==> src/rtl/scfifo_ctrl.sv <==
// scfifo_ctrl: controller for a single-clock FIFO built around an external
// synchronous RAM (1-cycle registered read). A 2-entry output buffer hides
// the RAM read latency so the FIFO streams one word per cycle.
module scfifo_ctrl #(
  parameter int ADDR_WIDTH = 8,
  parameter int DATA_WIDTH = 8
) (
  input  logic                    aclk,
  input  logic                    srst,
  input  logic                    flush,
  input  logic                    in_valid,
  output logic                    in_ready,
  input  logic [DATA_WIDTH-1:0]   in_data,
  output logic                    out_valid,
  input  logic                    out_ready,
  output logic [DATA_WIDTH-1:0]   out_data,
  output logic [ADDR_WIDTH+1:0]   count,
  output logic                    full,
  output logic                    empty,
  output logic                    ram_wr_en,
  output logic [ADDR_WIDTH-1:0]   ram_addr_in,
  output logic [DATA_WIDTH-1:0]   ram_data_in,
  output logic [ADDR_WIDTH-1:0]   ram_addr_out,
  input  logic [DATA_WIDTH-1:0]   ram_data_out
);

  localparam int PW = ADDR_WIDTH + 1;
  localparam int CW = ADDR_WIDTH + 2;
  // RAM depth expressed in pointer width: MSB set, rest zero.
  localparam logic [PW-1:0] DEPTH_P = {1'b1, {ADDR_WIDTH{1'b0}}};

  // Architectural state.
  logic [PW-1:0]         wptr_q, wptr_d;
  logic [PW-1:0]         rptr_q, rptr_d;
  logic                  inflight_q, inflight_d;
  logic [1:0]            buf_count_q, buf_count_d;
  logic [DATA_WIDTH-1:0] buf0_q, buf0_d;
  logic [DATA_WIDTH-1:0] buf1_q, buf1_d;

  // Combinational helpers.
  logic [PW-1:0] ram_count_s;
  logic [1:0]    occ_s;
  logic [1:0]    kept_s;
  logic          wr_s;
  logic          pop_s;
  logic          fetch_s;

  // Handshakes and fetch decision, derived only from registered state and inputs.
  always_comb begin
    ram_count_s = wptr_q - rptr_q;
    in_ready    = !srst && !flush && (ram_count_s != DEPTH_P);
    out_valid   = (buf_count_q != 2'd0) && !srst && !flush;
    out_data    = buf0_q;
    wr_s        = in_valid && in_ready;
    pop_s       = out_valid && out_ready;
    // Buffered words plus the one possibly returning from RAM never exceed 2.
    occ_s       = buf_count_q + {1'b0, inflight_q};
    fetch_s     = !srst && !flush && (ram_count_s != {PW{1'b0}}) &&
                  ((occ_s < 2'd2) || ((occ_s == 2'd2) && pop_s));
  end

  // RAM write/read port drive.
  always_comb begin
    ram_wr_en    = wr_s;
    ram_addr_in  = wptr_q[ADDR_WIDTH-1:0];
    ram_data_in  = in_data;
    ram_addr_out = rptr_q[ADDR_WIDTH-1:0];
  end

  // Occupancy and status flags; count covers RAM, the in-flight read and the buffer.
  always_comb begin
    count = {1'b0, ram_count_s}
          + {{(CW-1){1'b0}}, inflight_q}
          + {{(CW-2){1'b0}}, buf_count_q};
    empty = (count == {CW{1'b0}});
    full  = (ram_count_s == DEPTH_P);
  end

  // Next-state: pointer advance, read pipeline and output buffer shift/fill.
  always_comb begin
    wptr_d      = wptr_q + {{ADDR_WIDTH{1'b0}}, wr_s};
    rptr_d      = rptr_q + {{ADDR_WIDTH{1'b0}}, fetch_s};
    inflight_d  = fetch_s;
    buf0_d      = buf0_q;
    buf1_d      = buf1_q;
    kept_s      = buf_count_q;
    buf_count_d = buf_count_q;

    // Retire the head first so a returning word lands in the correct slot.
    if (pop_s) begin
      buf0_d = buf1_q;
      kept_s = buf_count_q - 2'd1;
    end else begin
      kept_s = buf_count_q;
    end

    if (inflight_q) begin
      if (kept_s == 2'd0) begin
        buf0_d = ram_data_out;
      end else begin
        buf1_d = ram_data_out;
      end
      buf_count_d = kept_s + 2'd1;
    end else begin
      buf_count_d = kept_s;
    end

    // Flush empties everything and drops this cycle's write and fetch.
    if (flush) begin
      wptr_d      = {PW{1'b0}};
      rptr_d      = {PW{1'b0}};
      inflight_d  = 1'b0;
      buf_count_d = 2'd0;
    end else begin
      buf_count_d = buf_count_d;
    end
  end

  // State register with synchronous reset taking priority over everything.
  always_ff @(posedge aclk) begin
    if (srst) begin
      wptr_q      <= {PW{1'b0}};
      rptr_q      <= {PW{1'b0}};
      inflight_q  <= 1'b0;
      buf_count_q <= 2'd0;
      buf0_q      <= {DATA_WIDTH{1'b0}};
      buf1_q      <= {DATA_WIDTH{1'b0}};
    end else begin
      wptr_q      <= wptr_d;
      rptr_q      <= rptr_d;
      inflight_q  <= inflight_d;
      buf_count_q <= buf_count_d;
      buf0_q      <= buf0_d;
      buf1_q      <= buf1_d;
    end
  end

endmodule

==> config.mk <==
export PLATFORM = sky130hd
export DESIGN_NAME = scfifo_ctrl
export DESIGN_NICKNAME = d
export VERILOG_FILES = /design/src/rtl/scfifo_ctrl.sv
export SDC_FILE = /design/constraint.sdc
export NUM_CORES = 1
export LEC_CHECK = 0
export CORE_ASPECT_RATIO = 0.6
export CORE_MARGIN = 4
export CORE_UTILIZATION = 60
export CTS_BUF_LIST = sky130_fd_sc_hd__clkbuf_8
export DETAILED_ROUTE_END_ITERATION = 6
export DONT_BUFFER_PORTS = 1
export PLACE_DENSITY = 0.76
export SLEW_MARGIN = 10
export SYNTH_ARGS = -nofsm -noshare
export SYNTH_HDL_FRONTEND = slang
export SYNTH_SLANG_ARGS = --single-unit
==> constraint.sdc <==
create_clock -name aclk -period 3.8 [get_ports aclk]
set_input_delay 0.95 -clock aclk [delete_from_list [all_inputs] [get_ports aclk]]
set_output_delay 0.95 -clock aclk [all_outputs]
set_load 0.005 [all_outputs]
==> out/qor.yml, run 1 <==
status:
  status: "finished clean"
global_routing:
  antenna_found_initial: 0
  use_met2_pct: 25.1
  grt_usage_pct: 20.5
  grt_overflow: 0
  grt_pass1_wl_microns: 8850
  grt_pass1_vias: 1815
  grt.busiest_layer: "met1"
  grtUsageMet3_pct: 7.36
  grt_max_degree: 20
  met1_usage_pct: 32.3
cells_and_area:
  inverters_excl_clock: 15
  comb_area_share_pct: 62.2
  clockNetworkAreaShare_pct: 3.54
  nNetsFinal: 317
  seqCellArea_sq_um: 742
  n_antenna_cell: 0
  seq_share_pct: 27.3
  drive_above_1_share_pct: 16.6
  logic_area_sq_um: 1690
  most-common-layout-cells: "dfxtp_1 (36), nor2_1 (34), mux2i_1 (18), inv_1 (15), ha_1 (14)"
  layout.nonclk_buf_share_pct: 2.21
  utilization_pct: 65.3
  clock_buffers: 6
synth:
  yosys_area_sq_um: 2620
  synthTopLogicFamily: "simple AND/OR/NAND/NOR gates"
  edf_count: 0
  adder_share_pct: 10.4
  syn_nets: 333
  synth-main-ff-cell: "dfxtp_1"
  avgSynthCellArea_sq_um: 8.99
  netlist_instances: 292
  xor_area_share_pct: 7.92
  synth.cellmix.compoundShare_pct: 14.6
  ys_cells: 292
  syn_area_sq_um: 2620
  synth_flop_count: 37
  ys_sh_mux_pct: 6.87
  ys_seq_share_pct: 28.2
  ys_top_cells_by_count: "dfxtp_1 (37), nor2_1 (35), buf_4 (25), mux2i_1 (18), ha_1 (17)"
  top_cell_area_share_pct: 28.2
  synthArstFlopShare_pct: 0
  yosys-top-cells-area: "dfxtp_1 (28%), ha_1 (8.1%), buf_4 (7.2%), mux2i_1 (6.9%), nor2_1 (5.0%)"
  synth_warnings: 0
  top_cell: "dfxtp_1"
  synth_cell_types: 51
  simple_gate_share_pct: 21.8
placement:
  place_congestion: 0.806
  dpl_cell_area_sq_um: 2530
  dpl.cell_count: 326
  hpwl_microns: 4210
  pre_cts_slack_ns: 0.265
timing:
  finClkSkew_ns: 0.00315
  worst_pin_slew_ns: 0.500
  drv_slew: 0
  min_period_over_period_pct: 97.3
  layout_min_cycle_time_ns: 3.70
  slew_headroom_pct: 66.6
  fin_tns_setup_ns: 0
  timing.fmax_mhz: 271
  hold_violations: 0
  whs_ns: 0.499
  setup_viol: 0
cts:
  clockBufferDepth: 2
  clkLatencyLatePin_ns: 0.29
  cts_root_buf: "clkbuf_8"
  cts_buffers: 5
  post_cts_buffers: 0
  clock_sinks: 37
  cts_tree: "done"
  htreeDepth: 2
  path_clk_slew_ns: 0.08
power:
  clk-power_uw: 292
  p_int_uw: 567
  pwr_density_cell_nw_per_um2: 276
  p_seq_share_pct: 53.5
  p_sw_share_pct: 24.6
  top_power_group: "registers"
  combPwrFrac_pct: 7.7
  pwr-share-clk_pct: 38.8
  power_uw: 752
  p_sw_uw: 185
  seq_cell_power_uw: 402
critical_path:
  crit_path_top_delay_cell: "fa_1"
  critical_path_class: "reg2out"
  critPathMaxFanout: 6
  worstPathRequired_ns: 2.85
  worstSetupEndpointType: "output port"
  cp-startpoint: "wptr_q[0]$_SDFF_PP0_"
  r2r_start: "wptr_q[0]$_SDFF_PP0_"
  cp_data_arrival_time_ns: 2.75
  cp_slowest_stage_delay_ns: 0.45
  r2r_end: "wptr_q[6]$_SDFF_PP0_"
  path_depth: 9
  crit_buf_inv: 1
  worstSetupEndpoint: "in_ready"
  r2r_setup_slack_ns: 0.42
  path_cells: "inv_1 > ha_1 > fa_1 > nor2b_2 > o21bai_1 > and4_1 > nor3_4 > nor4b_4 > nor2_1"
  worstRegToRegCells: 14
  start_kind: "flip-flop"
floorplanning:
  num_tap_cells: 60
  pin_count: 68
  chip_area_sq_um: 5530
  initCoreUtil_pct: 63.0
detailed_routing:
  drtIter0Drc: 143
  drc: 0
  post_drt_wl_per_cell_microns: 16.0
  routed_wl_microns: 5390
  vias: 1924
  drtAntennaViolNets: 0
  via_per_inst: 5.71
  met2_length_microns: 2050
  drt-met1-wl_microns: 2870
  wl_met3_microns: 426
  top_layer_used: "met4"
  first_pass_iters: 4
worst_hold_path:
  hold_path_end: "buf1_q[7]$_SDFFE_PP0P_"
  worst_hold_path_type: "reg2reg"
  worstHoldStart: "buf1_q[7]$_SDFFE_PP0P_"
  hold_depth: 2
run:
  maxCapViolations: 0
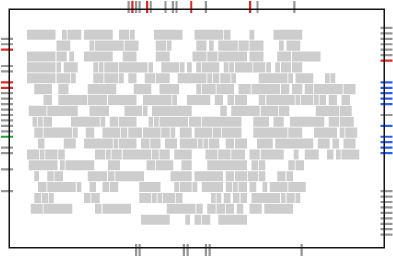
Figure 1: run 1, pin placement.
(4 px per micron) Pins as bars across the die edge, other pins in grey.
- red: out_data (pins 8; direction output; edge 4 north, 3 west, 1 east)
- blue: count (pins 10; direction output; edge east)
- green: full (pins 1; direction output; edge west)
Port Buffers: 0
Die X: 93.4 microns

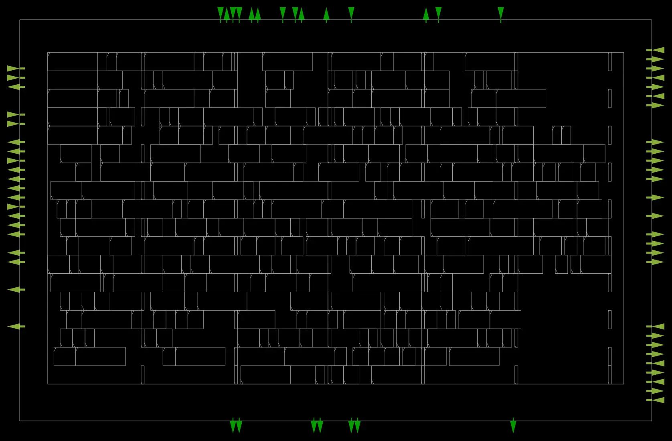
Figure 2: run 1, placed standard cells.
area of the core: 4170 sq um
fillcell total: 318
row count: 18
Non-Filler Instances: 337

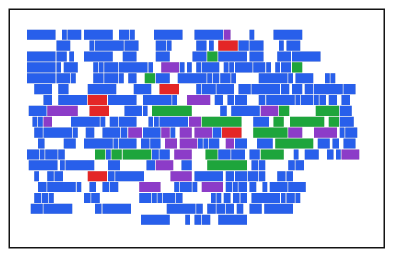
Figure 3: run 1, sizing map.
(4 px per micron)
- blue: _0 and _1 cells (cells 231; share 83%; most used dfxtp_1)
- purple: _2 cells (cells 22; share 7.9%)
- green: _3 and _4 cells (cells 18; share 6.5%; most used buf_4)
- red: _6 and larger (cells 6; share 2.2%; most used clkbuf_8)
post-route cell area: 2720 sq um
Non-clk bufs: 8
setup ws final: 0.104 ns
Area Overhead vs Synth: 3.72%

## Run 2: what changed since run 1
--- a/config.mk
+++ b/config.mk
@@ -6,7 +6,7 @@
 export NUM_CORES = 1
 export LEC_CHECK = 0
 export CORE_ASPECT_RATIO = 0.6
-export CORE_MARGIN = 4
+export CORE_MARGIN = 2
 export CORE_UTILIZATION = 60
 export CTS_BUF_LIST = sky130_fd_sc_hd__clkbuf_8
 export DETAILED_ROUTE_END_ITERATION = 6
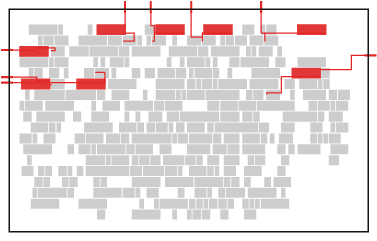
Figure 4: run 2, I/O nets highlighted.
(4 px per micron)
- red: out_data (bits 8; direction output; edge 4 north, 3 west, 1 east; end cells 8; wire 154 microns)
IO Count: 68

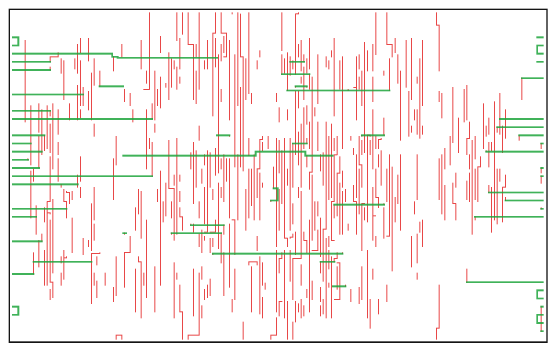
Figure 5: run 2, routed metal, one colour a layer.
(6 px per micron) Two of the layers only.
- green: metal 3 (wire length 389 microns)
- red: metal 2 (wire length 2260 microns)
wire length per cell: 16.7 microns
drt total wl: 5650 microns

==> out/qor.yml, run 2 <==
cts:
  clock_sinks: 37  # unchanged
  clkLatencyLatePin_ns: 0.30  # about the same
  cts_buffers: 5  # unchanged
  cts_root_buf: "clkbuf_8"
  htreeDepth: 2  # unchanged
  clockBufferDepth: 2  # unchanged
  path_clk_slew_ns: 0.08  # about the same
  post_cts_buffers: 0  # unchanged
critical_path:
  worstSetupEndpoint: "ram_wr_en"
  cp_data_arrival_time_ns: 2.77  # +0.02 ns
  r2r_setup_slack_ns: 0.42  # about the same
  worstPathRequired_ns: 2.85  # about the same
  path_cells: "inv_1 > ha_2 > nand2_1 > a211oi_2 > mux2i_1 > o311ai_4 > nor4b_4 > nor2_1"
  cp-startpoint: "rptr_q[3]$_SDFF_PP0_"
  critPathMaxFanout: 7  # +1
  r2r_end: "wptr_q[6]$_SDFF_PP0_"
  start_kind: "flip-flop"
  cp_slowest_stage_delay_ns: 0.47  # +0.02 ns
  path_depth: 8  # -1
  crit_buf_inv: 1  # unchanged
  r2r_start: "rptr_q[3]$_SDFF_PP0_"
  critical_path_class: "reg2out"
  worstRegToRegCells: 13  # -1
placement:
  place_congestion: 0.937  # +16%
  dpl.cell_count: 326  # unchanged
  io_buffers: 0  # unchanged
  dpl_cell_area_sq_um: 2530  # unchanged
  pre_cts_slack_ns: 0.238  # -0.0271 ns
power:
  power_uw: 878  # +17%
  top_power_group: "the clock network"
  pwr_density_cell_nw_per_um2: 318  # +15%
  clk-power_uw: 418  # +43%
  p_sw_uw: 194  # +5.1%
  p_seq_share_pct: 45.8  # -7.7 points
  combPwrFrac_pct: 6.6  # -1.1 points
  pwr-share-clk_pct: 47.6  # +8.8 points
  seq_cell_power_uw: 402  # about the same
  p_sw_share_pct: 22.1  # -2.5 points
  p_int_uw: 684  # +21%
synth:
  adder_share_pct: 10.4  # unchanged
  top_cell_area_share_pct: 28.2  # unchanged
  synth.cellmix.compoundShare_pct: 14.6  # unchanged
  synthArstFlopShare_pct: 0  # unchanged
  xor_area_share_pct: 7.92  # unchanged
  ys_sh_mux_pct: 6.87  # unchanged
  synth_cell_types: 51  # unchanged
  synthTopLogicFamily: "simple AND/OR/NAND/NOR gates"
  synth_warnings: 0  # unchanged
  top_cell: "dfxtp_1"
  yosys_area_sq_um: 2620  # unchanged
  syn_nets: 333  # unchanged
  edf_count: 0  # unchanged
  ys_top_cells_by_count: "dfxtp_1 (37), nor2_1 (35), buf_4 (25), mux2i_1 (18), ha_1 (17)"
  ys_seq_share_pct: 28.2  # unchanged
  synth_flop_count: 37  # unchanged
  yosys-top-cells-area: "dfxtp_1 (28%), ha_1 (8.1%), buf_4 (7.2%), mux2i_1 (6.9%), nor2_1 (5.0%)"
cells_and_area:
  buffers: 9  # +1
  seqCellArea_sq_um: 743  # +0.17%
  n_antenna_cell: 0  # unchanged
  layout.nonclk_buf_share_pct: 2.45  # +0.24 points
  most-common-layout-cells: "nor2_1 (35), dfxtp_1 (35), mux2i_1 (18), inv_1 (15), ha_1 (15)"
  logic_area_sq_um: 1680  # -0.67%
  nNetsFinal: 318  # +0.32%
  comb_area_share_pct: 60.9  # -1.3 points
  syn_to_final_growth_pct: 5.20
  stdcell_area_sq_um: 2760  # +1.4%
  clock_buffers: 5  # -1
  seq_share_pct: 26.9  # -0.34 points
global_routing:
  antenna_found_initial: 0  # unchanged
  grtUsageMet3_pct: 6.13  # -1.2 points
  met1_usage_pct: 36.7  # +4.4 points
  grt_pass1_wl_microns: 8990  # +1.6%
  grt_usage_pct: 23.6  # +3.2 points
  grt_max_degree: 20  # unchanged
  grt_pass1_vias: 1887  # +4.0%
  use_met2_pct: 32.2  # +7.1 points
run:
  maxCapViolations: 0  # unchanged
  warnings: 27
detailed_routing:
  drc: 0  # unchanged
  top_layer_used: "met4"
  first_pass_iters: 4  # unchanged
  via_per_inst: 5.80  # +1.5%
  met2_length_microns: 2260  # +11%
  drtIter0Drc: 112  # -22%
  vias: 1959  # +1.8%
  drtAntennaViolNets: 0  # unchanged
  drt-met1-wl_microns: 2940  # +2.2%
  wl_met3_microns: 389  # -8.7%
worst_hold_path:
  hold_path_end: "buf1_q[2]$_SDFFE_PP0P_"
  worstHoldStart: "buf1_q[2]$_SDFFE_PP0P_"
  worst_hold_path_type: "reg2reg"
timing:
  whs_ns: 0.502  # +0.00292 ns
  slew_headroom_pct: 64.1  # -2.5 points
  finClkSkew_ns: 0.00600  # +0.00285 ns
  fin_tns_setup_ns: 0  # unchanged
  hold_violations: 0  # unchanged
  layout_min_cycle_time_ns: 3.72  # +0.0246 ns
  worst_slack_ns: 0.0793  # -0.0246 ns
  setup_viol: 0  # unchanged
  drv_slew: 0  # unchanged
floorplanning:
  initCoreUtil_pct: 63.3  # +0.34 points
  fp.dieW_microns: 89.4  # -4.3%
  rows: 18  # unchanged
status:
  status: "finished clean"
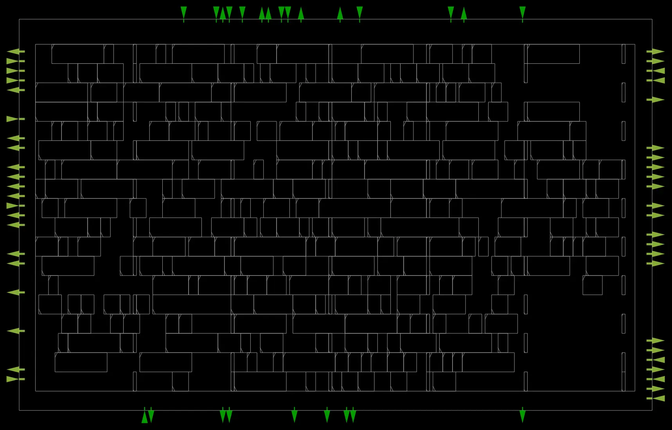
Figure 6: run 2, placed standard cells.
flop count: 37
fillcell total: 333
area of the core: 4140 sq um
post-layout util: 66.6%
Non-Filler Instances: 338

Power and IR drop assume default switching activity.
